File: config.mk
export PLATFORM = sky130hd
export DESIGN_NAME = cond_branch_unit
export DESIGN_NICKNAME = d
export VERILOG_FILES = /design/src/rtl/cpu_pkg.sv /design/src/rtl/branch_cond_eval.sv /design/src/rtl/cond_branch_unit.sv
export SDC_FILE = /design/constraint.sdc
export NUM_CORES = 1
export LEC_CHECK = 0
export CELL_PAD_IN_SITES_DETAIL_PLACEMENT = 0
export CELL_PAD_IN_SITES_GLOBAL_PLACEMENT = 1
export CORE_ASPECT_RATIO = 0.6
export CORE_MARGIN = 3
export CORE_UTILIZATION = 30
export DETAILED_ROUTE_END_ITERATION = 10
export HOLD_SLACK_MARGIN = 0.08
export PLACE_DENSITY_LB_ADDON = 0.1
export SYNTH_ARGS = -nofsm -noshare
export SYNTH_HDL_FRONTEND = slang
export SYNTH_SLANG_ARGS = --single-unit
File: constraint.sdc
create_clock -name clk -period 3.3 [get_ports clk]
set_input_delay 0.825 -clock clk [delete_from_list [all_inputs] [get_ports clk]]
set_output_delay 0.825 -clock clk [all_outputs]
set_load 0.03 [all_outputs]
File: src/rtl/cpu_pkg.sv
// Shared CPU definitions: ALU opcodes, branch condition codes, flag layout,
// and the output-stage state encoding used by the branch unit.
package cpu_pkg;

  localparam logic [3:0] OP_ADD = 4'd0;
  localparam logic [3:0] OP_SUB = 4'd1;
  localparam logic [3:0] OP_AND = 4'd2;
  localparam logic [3:0] OP_OR  = 4'd3;
  localparam logic [3:0] OP_XOR = 4'd4;
  localparam logic [3:0] OP_CMP = 4'd5;
  localparam logic [3:0] OP_MOV = 4'd6;
  localparam logic [3:0] OP_LD  = 4'd7;
  localparam logic [3:0] OP_SHL = 4'd8;
  localparam logic [3:0] OP_SHR = 4'd9;
  localparam logic [3:0] OP_INC = 4'd10;
  localparam logic [3:0] OP_DEC = 4'd11;
  localparam logic [3:0] OP_ST  = 4'd12;
  localparam logic [3:0] OP_JMP = 4'd13;
  localparam logic [3:0] OP_NOP = 4'd14;
  localparam logic [3:0] OP_HLT = 4'd15;

  typedef enum logic [2:0] {
    COND_BE  = 3'b000,
    COND_BLT = 3'b001,
    COND_BLE = 3'b010,
    COND_BNE = 3'b011,
    COND_B   = 3'b100
  } br_cond_t;

  typedef struct packed {
    logic s;
    logic z;
    logic c;
    logic v;
  } flags_t;

  typedef enum logic {
    EMPTY = 1'b0,
    FULL  = 1'b1
  } out_state_t;

  // Only arithmetic/logic/shift ops commit flags; moves, memory and control ops do not.
  function automatic logic op_sets_flags(input logic [3:0] op);
    logic r;
    case (op)
      OP_ADD, OP_SUB, OP_AND, OP_OR, OP_XOR, OP_CMP,
      OP_SHL, OP_SHR, OP_INC, OP_DEC: r = 1'b1;
      default:                        r = 1'b0;
    endcase
    return r;
  endfunction

endpackage

File: src/rtl/branch_cond_eval.sv
// Combinational branch condition decode: flags + condition code -> taken.
module branch_cond_eval
  import cpu_pkg::*;
(
  input  logic [3:0] flags,
  input  logic [2:0] cond,
  output logic       taken
);

  flags_t f;
  logic   flag_c_unused;

  assign f             = flags_t'(flags);
  // Carry is part of the flag word but no condition tests it.
  assign flag_c_unused = f.c;

  // Decode the condition against the supplied flags; reserved codes never branch.
  always_comb begin
    taken = 1'b0;
    case (cond)
      COND_BE:  taken = f.z;
      COND_BLT: taken = f.s ^ f.v;
      COND_BLE: taken = f.z | (f.s ^ f.v);
      COND_BNE: taken = ~f.z;
      COND_B:   taken = 1'b1;
      default:  taken = 1'b0;
    endcase
  end

endmodule

File: src/rtl/cond_branch_unit.sv
// Conditional branch resolution unit: tracks committed ALU flags, resolves
// branch requests against (forwarded) flags, and presents one resolved branch
// per cycle through a single-entry valid/ready output stage.
module cond_branch_unit
  import cpu_pkg::*;
(
  input  logic        clk,
  input  logic        rst_n,
  input  logic        alu_valid,
  input  logic [3:0]  alu_op,
  input  logic        alu_s,
  input  logic        alu_z,
  input  logic        alu_c,
  input  logic        alu_v,
  input  logic        br_req_valid,
  output logic        br_req_ready,
  input  logic [2:0]  br_cond,
  input  logic [15:0] br_pc,
  input  logic [15:0] br_disp,
  output logic        br_out_valid,
  input  logic        br_out_ready,
  output logic        br_taken,
  output logic [15:0] br_target,
  output logic [3:0]  flags_q,
  output logic [15:0] taken_cnt
);

  out_state_t  state, state_nxt;
  flags_t      flags_r;
  flags_t      flags_fwd;
  logic        flags_wr;
  logic        cond_taken;
  logic        accept;
  logic        out_hs;
  logic [15:0] target_nxt;
  logic        taken_r;
  logic [15:0] target_r;
  logic [15:0] cnt_r;

  // An ALU result in the same cycle is older than the branch, so the branch sees it.
  always_comb begin
    flags_wr  = alu_valid & op_sets_flags(alu_op);
    flags_fwd = flags_r;
    if (flags_wr) begin
      flags_fwd = '{s: alu_s, z: alu_z, c: alu_c, v: alu_v};
    end
  end

  branch_cond_eval u_eval (
    .flags (flags_fwd),
    .cond  (br_cond),
    .taken (cond_taken)
  );

  // Next PC: fall-through is pc+1; taken adds the displacement, wrapping silently.
  always_comb begin
    target_nxt = br_pc + 16'd1;
    if (cond_taken) begin
      target_nxt = br_pc + 16'd1 + br_disp;
    end
  end

  assign br_req_ready = rst_n & ((state == EMPTY) | br_out_ready);
  assign accept       = br_req_valid & br_req_ready;
  assign br_out_valid = (state == FULL);
  assign out_hs       = br_out_valid & br_out_ready;

  // Output stage next state: a new accept refills (no bubble), a lone drain empties.
  always_comb begin
    state_nxt = state;
    if (accept) begin
      state_nxt = FULL;
    end else if (state == FULL && br_out_ready) begin
      state_nxt = EMPTY;
    end
  end

  // State, committed flags, held result and saturating taken counter.
  always_ff @(posedge clk) begin
    if (!rst_n) begin
      state    <= EMPTY;
      flags_r  <= '0;
      taken_r  <= 1'b0;
      target_r <= '0;
      cnt_r    <= '0;
    end else begin
      state <= state_nxt;
      if (flags_wr) begin
        flags_r <= flags_fwd;
      end
      if (accept) begin
        taken_r  <= cond_taken;
        target_r <= target_nxt;
      end
      if (out_hs && taken_r && cnt_r != '1) begin
        cnt_r <= cnt_r + 16'd1;
      end
    end
  end

  assign br_taken  = taken_r;
  assign br_target = target_r;
  assign flags_q   = flags_r;
  assign taken_cnt = cnt_r;

endmodule

run_1/port_trees.png
Bar = 50 um.
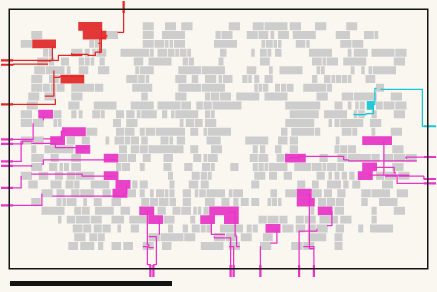
port	color	bits	direction	end cells	wire
br_req_ready	cyan	1	output	1	40.4 um
br_disp	magenta	16	input	22	414 um
flags_q	red	4	output	4	115 um

run_1/ff_map.png
Bar = 50 um. Other sequential cells in the stronger gray, the rest of the logic in the fainter gray.
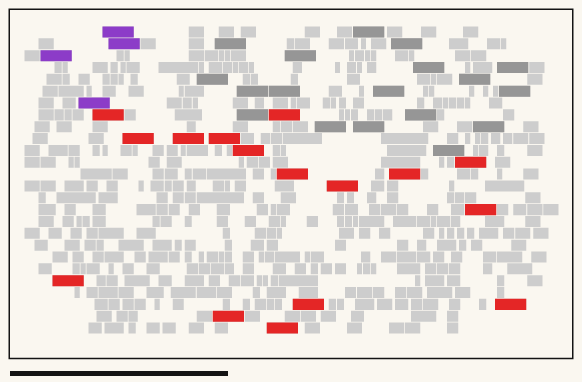
netlist name	color	flops
flags_q	purple	4
br_target	red	16
not colored	18

run_1/placed.png
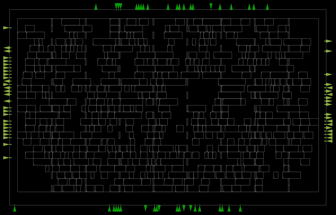
core area: 8690 um2
Final Non-Filler Cells: 600
Tapcell Cnt: 112
final sequential cell count: 38
FILL cells: 831

run_1/util_map.png
Bar = 50 um. 13 x 8 tiles, from white (low) to dark blue (high), 0 to 100% covered.
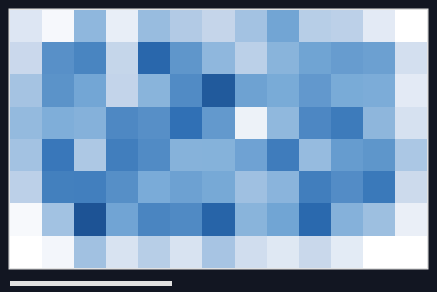
tiles over 75% full	4.8%
mean over tiles	43%
fullest tile	86%
nearly empty tiles	3.8%

==> flow_metrics.env, run 1 <==
# physical design summary
export IMPL_status="finished, final reports clean"
export IMPL_grt_pass1_wl_mm=14.2
export IMPL_place_area_um2=4130
export IMPL_comb_area_share=0.453
export IMPL_power_switching_mw=0.479
export IMPL_top_cell="dfxtp_1"
export IMPL_vdd_drop_max_mv=0.277
export IMPL_antenna_found_initial=0
export IMPL_path_common_cell="and4_1"
export IMPL_top_cells_by_count="dfxtp_1, nand2_1, nor2_1"
export IMPL_rsz0062_at_grt="yes"
export IMPL_fin_worst_skew_ns=0.00301
export IMPL_cp_max_fo=3
export IMPL_chipArea_um2=10300
export IMPL_numCtsBuffers=5
export IMPL_dr_pass1_iters=4
export IMPL_io_pins=87
export IMPL_slowest_delay_ns=0.30
export IMPL_ctsResizeCount=23
export IMPL_syn2layout_area_growth_pct=66.9
export IMPL_setup_viol=0
export IMPL_crit_chain="clkdlybuf4s15_2 -> ha_4 -> nand2_1 -> or2_4 -> nor2_4 -> buf_4 -> nand3_1 -> xnor2_2 -> ha_1 -> and4_1 -> and2_1 -> o21ai_4 -> a21bo_2 -> and4_1 -> o31ai_1"
export IMPL_multi_input_comb_cells=279
export IMPL_drv_slew=0
export IMPL_path_clk_slew_ns=0.06
export IMPL_synthCells=335
export IMPL_ys_sh_simple=0.242
export IMPL_htree_levels=2
export IMPL_power_clock_mw=0.662
export IMPL_maxSlewHeadroom=0.576
export IMPL_worstHoldPathCells=2
export IMPL_cts_num_sinks=38
export IMPL_ff2ff_path_depth=7
export IMPL_cts_tree="built"
export IMPL_ys_chip_area_um2=2730
export IMPL_synthFlopType="dfxtp_1"
export IMPL_crit_reg2reg_capture="taken_cnt[10]"
export IMPL_drt_iter0_markers=138
export IMPL_r2r_slack_ns=1.02
export IMPL_dp_slack_ns=-0.724
export IMPL_place_gp_congestion=0.827
export IMPL_rows=26
export IMPL_postRouteAntennaNets=0
export IMPL_p_leak_nw=1.87
export IMPL_ys_warn_count=0
export IMPL_sequentialPower_mw=0.495
export IMPL_hp_start="br_target[6]"
export IMPL_power_mw=1.69
export IMPL_yosysTopAreaCell="dfxtp_1"
export IMPL_p_int_mw=1.21
export IMPL_pwr_share_clk=0.392
export IMPL_hold_viol=0
export IMPL_xor_area_frac=0.116
export IMPL_seq_area_frac=0.167
export IMPL_swShare=0.284
export IMPL_seq_area_um2=761
export IMPL_share_seq_of_total_power=0.293
export IMPL_cp_start_kind="input pin"
export IMPL_fp_dieH_um=79.8
export IMPL_max_cap_violations=0
export IMPL_cp_startpoint="br_pc[1]"
export IMPL_endpoint_kind="flop"
-- run 1: per-layer routing --
layer / part of all wire / global-route usage / routed length (um)
met4: 0.0041 / 0.0220 / 36
met5: 0 / 0 / 0
met1: 0.53 / 0.259 / 4610
met2: 0.41 / 0.257 / 3560
met3: 0.055 / 0.0488 / 474
-- run 1: layout by cell type, fill, tap and decap left out, drive strengths merged, types with 9 or more instances in the layout --
cell type      synthesis  final
xnor2                 23     23
ha                    21     21
nand4                  9      9
o21ai                 20     20
buf                    4     70
nor2                  30     30
xor2                  13     13
a21oi                 26     26
dfxtp                 38     38
nand2                 34     34
clkdlybuf4s50          0     74
nand3                 22     22
run_1/floorplan.png
Bar = 50 um. Pins as bars on the die edge. Tap cells in gray.
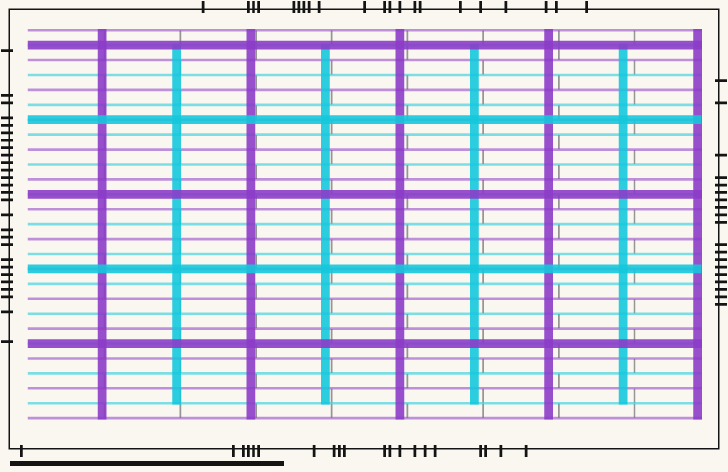

==> run 2, diff against run 1 <==
CORE_MARGIN = 2   (was 3)
run_2/floorplan.png
Bar = 50 um. Pins as bars on the die edge. Tap cells in gray.
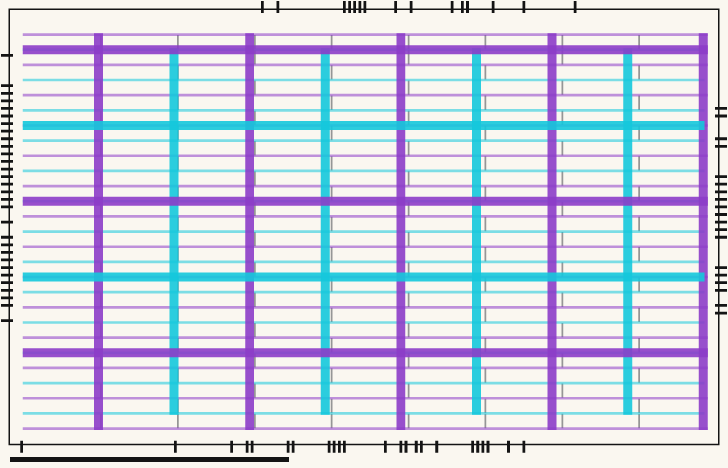
net	color
VSS	purple
VDD	cyan
tap cells	112
met5 straps	5

run_2/ff_map.png
Bar = 50 um. Other sequential cells in the stronger gray, the rest of the logic in the fainter gray.
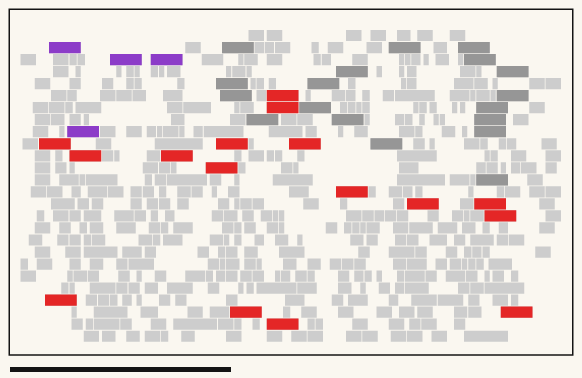
netlist name	color	flops
br_target	red	16
flags_q	purple	4
not colored	18

==> flow_metrics.env, run 2 <==
# physical design summary
export IMPL_status="finished, final reports clean"
export IMPL_dp_cells=587
export IMPL_yosysTopAreaCell="dfxtp_1"
export IMPL_cp_max_fo=3
export IMPL_insertion_delay_ns=0.28
export IMPL_wl_met1_mm=4.57
export IMPL_grt_util_met3=0.0497
export IMPL_hold_path_class="flop to flop"
export IMPL_syn2layout_area_growth_pct=69.8
export IMPL_cp_start_kind="input pin"
export IMPL_dp_slack_ns=-0.711
export IMPL_whs_endpoint="br_target[6]"
export IMPL_cp_startpoint="br_pc[0]"
export IMPL_dp_hpwl_mm=6.79
export IMPL_inv_count=9
export IMPL_layout_setup_ws_ns=0.131
export IMPL_yosysCellCount=335
export IMPL_worstHoldPathCells=2
export IMPL_power_mw=1.69
export IMPL_drive_above_1_share=0.265
export IMPL_r2r_slack_ns=1.09
export IMPL_hold_buffers=0
export IMPL_antenna_found_initial=0
export IMPL_synthFlopType="dfxtp_1"
export IMPL_layout_top_cell="clkdlybuf4s50_1"
export IMPL_buf_share=0.294
export IMPL_clockBufferDepth=2
export IMPL_crit_cells=14
export IMPL_postLayoutCoreUtil=0.535
export IMPL_chipArea_um2=9890
export IMPL_htree_levels=2
export IMPL_use_met1=0.260
export IMPL_ctsResizeCount=39
export IMPL_vias_per_cell=4.88
export IMPL_place_gp_congestion=0.814
export IMPL_drt_iter0_markers=147
export IMPL_slowest_delay_ns=0.34
export IMPL_r2r_start="taken_cnt[3]"
export IMPL_rsz0062_at_grt="no"
export IMPL_comb_area_share=0.461
export IMPL_postRouteAntennaNets=0
export IMPL_vias=2940
export IMPL_maxSlewHeadroom=0.589
export IMPL_wl_met2_mm=3.42
export IMPL_path_common_cell="or2_4"
export IMPL_ff2ff_path_depth=7
export IMPL_worstPathRequired_ns=3.52
export IMPL_n_clock_buffer=6
export IMPL_top_cells_by_count="dfxtp_1, nand2_1, nor2_1"
export IMPL_critPathSlowestCell="nor4_2"
export IMPL_setup_tns_ns=0
export IMPL_ys_seq_share=0.279
export IMPL_mappedNetlistNets=405
export IMPL_critPathTopFamily="simple AND/OR/NAND/NOR gates"
export IMPL_path_clk_slew_ns=0.06
export IMPL_edf_count=0
export IMPL_hold_ws_ns=0.463
export IMPL_crit_chain="clkbuf_2 -> ha_2 -> nand2_1 -> or2_4 -> or2_4 -> xnor2_4 -> ha_4 -> o21ai_1 -> a31oi_1 -> or2_4 -> o31a_1 -> nor4_2 -> a311oi_2 -> o21ai_1"
export IMPL_final_area_um2=4630
export IMPL_cts_root_buffer="clkbuf_16"
export IMPL_drv_slew=0
export IMPL_ys_chip_area_um2=2730
export IMPL_setup_viol=0
export IMPL_cts_setup_buffers=4
export IMPL_hold_viol=0
export IMPL_nets=559
export IMPL_ys_warn_count=0
export IMPL_avgSynthCellArea_um2=8.14
export IMPL_min_period_ns=3.17
export IMPL_p_leak_nw=1.88
export IMPL_crit_arrival_ns=3.39
export IMPL_mostFrequentLayoutCells="clkdlybuf4s50_1, buf_4, dfxtp_1"
export IMPL_synth_cell_types=52
export IMPL_die_x_um=127
export IMPL_worstMarginPinSlew_ns=0.615
export IMPL_drcViolationCount=0
export IMPL_diodes=0
export IMPL_max_cap_violations=0
export IMPL_fillerInstances=821
export IMPL_multi_input_comb_cells=279
export IMPL_yosys_top_cells_area="dfxtp_1, ha_1, xnor2_1"
export IMPL_post_route_period_util=0.960
export IMPL_numCtsBuffers=5
export IMPL_place_area_um2=4150
export IMPL_seq_area_frac=0.164
export IMPL_taps=112
export IMPL_nFlopsAndLatches=38
export IMPL_numPortBuffers=85
export IMPL_clock_area_frac=0.0430
export IMPL_cts_tree="built"
export IMPL_dr_pass1_iters=4
export IMPL_finalWirelength_mm=8.62
export IMPL_pwr_density_cell_nw_per_um2=365
export IMPL_final_cells=602
export IMPL_endpoint_kind="flop"
export IMPL_n_all_buffers=156
export IMPL_core_region_area_um2=8650
export IMPL_crit_buf_inv=1
export IMPL_crit_reg2reg_capture="taken_cnt[10]"
export IMPL_warnings=32
export IMPL_top_cell_area_share=0.279
export IMPL_seq_area_um2=761
export IMPL_io_pins=87
export IMPL_grt_overflow=0
export IMPL_fp_dieH_um=77.8
export IMPL_vdd_drop_max_mv=0.249
export IMPL_logic_area_um2=2130
export IMPL_grt_use_total=0.177
export IMPL_fp_utilization=0.315
export IMPL_clock_fmax_ghz=0.316
export IMPL_ys_async_sr_fraction=0
export IMPL_hp_start="br_target[6]"
export IMPL_top_cell="dfxtp_1"
export IMPL_worstSetupEndpoint="br_target[13]"
export IMPL_grt_pass1_wl_mm=13.9
export IMPL_top_layer="met4"
export IMPL_fin_worst_skew_ns=0.00744
export IMPL_busiest_layer="met1"
export IMPL_grt_pass1_vias=2865
export IMPL_syn_cell_area_um2=2730
export IMPL_met3_length_um=547
export IMPL_grt_max_degree=21
export IMPL_post_drt_wl_per_cell_um=14.3
export IMPL_path_class="input pin to flop"
export IMPL_synthCells=335
export IMPL_cts_num_sinks=38
export IMPL_rows=26
export IMPL_use_met2=0.254
export IMPL_dominant_cells="combinational gates"
export IMPL_ys_seq_elements=38
-- run 2: power breakdown --
part           internal, mW  switching (mW)  total (mW)
clock                 0.454           0.193       0.647
sequential            0.481          0.0146       0.496
combinational         0.281           0.265       0.546
total                  1.22           0.473        1.69
-- run 2: cells by family (layout without fill, tap and decap cells) --
family | count (synthesis) | in the layout | synth area share
simple gates | 130 | 130 | 0.242
mux | 8 | 8 | 0.0294
xor+xnor | 36 | 36 | 0.116
buf+inv | 18 | 173 | 0.0340
fa+ha+maj | 22 | 22 | 0.104
flops | 38 | 38 | 0.279
compound gates | 83 | 83 | 0.196
-- run 2: worst min-delay path, stage by stage, from the launching register on --
cell,delay [ns]
dfxtp_1,0.31
nand2_1,0.05
a21oi_1,0.05
run_2/util_map.png
Bar = 50 um. 13 x 8 tiles, from white (low) to dark blue (high), 0 to 100% covered.
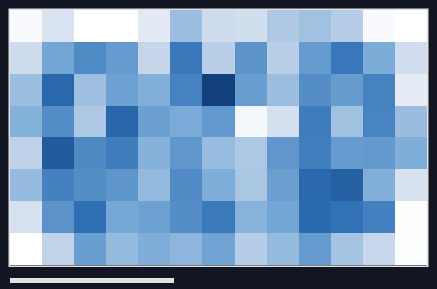

==> run 3, diff against run 2 <==
PLACE_DENSITY = 0.87   (was unset)
PLACE_DENSITY_LB_ADDON = unset   (was 0.1)
run_3/util_map.png
Bar = 50 um. 13 x 8 tiles, from white (low) to dark blue (high), 0 to 100% covered.
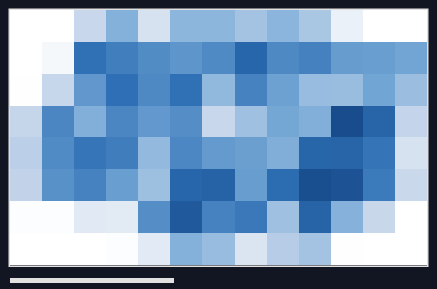
mean over tiles	44%
fullest tile	89%
densest ninth of the die	right middle
nearly empty tiles	15%

run_3/port_trees.png
Bar = 50 um.
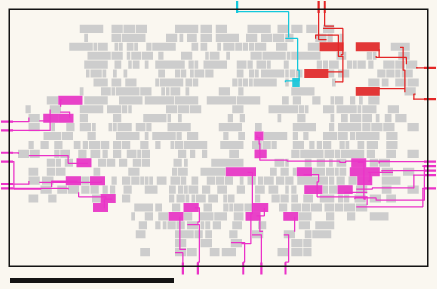
port	color	bits	direction	end cells	wire
br_req_ready	cyan	1	output	1	45.2 um
flags_q	red	4	output	4	109 um
br_disp	magenta	16	input	22	481 um

==> flow_metrics.env, run 3 <==
# physical design summary
export IMPL_status="finished, final reports clean"
export IMPL_fin_worst_skew_ns=0.00490
export IMPL_maxPowerGroup="combinational cells"
export IMPL_top_logic_kind="simple AND/OR/NAND/NOR gates"
export IMPL_core_region_area_um2=8650
export IMPL_antenna_found_initial=0
export IMPL_dr_pass1_iters=4
export IMPL_endpoint_kind="flop"
export IMPL_path_class="input pin to flop"
export IMPL_synthAoiAreaFrac=0.196
export IMPL_crit_chain="dlygate4sd2_1 -> nand3_2 -> buf_6 -> nor4_4 -> buf_4 -> nand2_2 -> xnor2_2 -> ha_2 -> a21o_1 -> a21o_1 -> a221oi_4 -> nand3b_1 -> and4_1 -> o31ai_1"
export IMPL_sequentialPower_mw=0.496
export IMPL_avgSynthCellArea_um2=8.14
export IMPL_r2r_start="taken_cnt[3]"
export IMPL_power_switching_mw=0.443
export IMPL_vdd_drop_max_mv=0.227
export IMPL_worstPathRequired_ns=3.49
export IMPL_finalWirelength_mm=8.57
export IMPL_share_seq_of_total_power=0.337
export IMPL_power_mw=1.47
export IMPL_dp_slack_ns=-0.753
export IMPL_n_all_buffers=149
export IMPL_mappedNetlistNets=405
export IMPL_vias=2965
export IMPL_fp_dieH_um=77.8
export IMPL_ys_chip_area_um2=2730
export IMPL_seq_area_um2=761
export IMPL_drive_above_1_share=0.237
export IMPL_numPortBuffers=85
export IMPL_worstMarginPinSlew_ns=0.582
export IMPL_swShare=0.301
export IMPL_die_x_um=127
export IMPL_dp_cells=583
export IMPL_post_route_period_util=0.977
export IMPL_cp_start_kind="input pin"
export IMPL_postRouteAntennaNets=0
export IMPL_yosys_top_cells_area="dfxtp_1, ha_1, xnor2_1"
export IMPL_setup_viol=0
export IMPL_path_common_cell="a21o_1"
export IMPL_hp_start="br_target[6]"
export IMPL_post_drt_wl_per_cell_um=14.4
export IMPL_chipArea_um2=9890
export IMPL_ys_async_sr_fraction=0
export IMPL_syn2layout_area_growth_pct=63.7
export IMPL_clockBufferDepth=2
export IMPL_seq_area_frac=0.170
export IMPL_nets=552
export IMPL_min_period_ns=3.22
export IMPL_syn_cell_area_um2=2730
export IMPL_yosysTopAreaCell="dfxtp_1"
export IMPL_critPathTopFamily="AND-OR/OR-AND gates"
export IMPL_insertion_delay_ns=0.28
export IMPL_max_cap_violations=0
export IMPL_clock_fmax_ghz=0.310
export IMPL_dp_hpwl_mm=6.76
export IMPL_drcViolationCount=0
export IMPL_numCtsBuffers=5
export IMPL_top_cell_area_share=0.279
export IMPL_top_cell="dfxtp_1"
export IMPL_buf_share=0.296
export IMPL_dominant_cells="combinational gates"
export IMPL_combPwrFrac=0.360
export IMPL_synth_adder_area_share=0.104
export IMPL_grt_pass1_vias=2871
export IMPL_inv_count=9
export IMPL_fillerInstances=826
export IMPL_p_leak_nw=1.81
export IMPL_synth_cell_types=52
export IMPL_pwr_share_clk=0.302
==> run 3: metal layers <==
metal  GRT usage  part of all wire  wire [um]  up-vias
met4      0.0231            0.0046         39        0
met3      0.0359             0.058        495        5
met1       0.229              0.49       4220     1368
li1            -                 -          -     1508
met2       0.288              0.44       3810       84
met5           0                 0          0        -
==> run 3: final timing paths <==
path,endpoint,cells after the start,slack [ns]
setup / recovery,br_target[15],14,0.08
hold / removal,br_target[6],2,0.46
setup reg to reg,taken_cnt[9],7,1.06
hold reg to reg,br_target[6],2,0.46
==> run 3: timing repair <==
item | 4_1_cts | 5_1_grt
gates cloned | 0 | 0
endpoints found under the setup margin | 7 | 7
hold endpoints to repair | 0 | 0
gates resized | 30 | 24
pin swaps | 16 | 20
setup buffers | 2 | 2
No activity file was given, so power comes from the tool's default toggle rates.
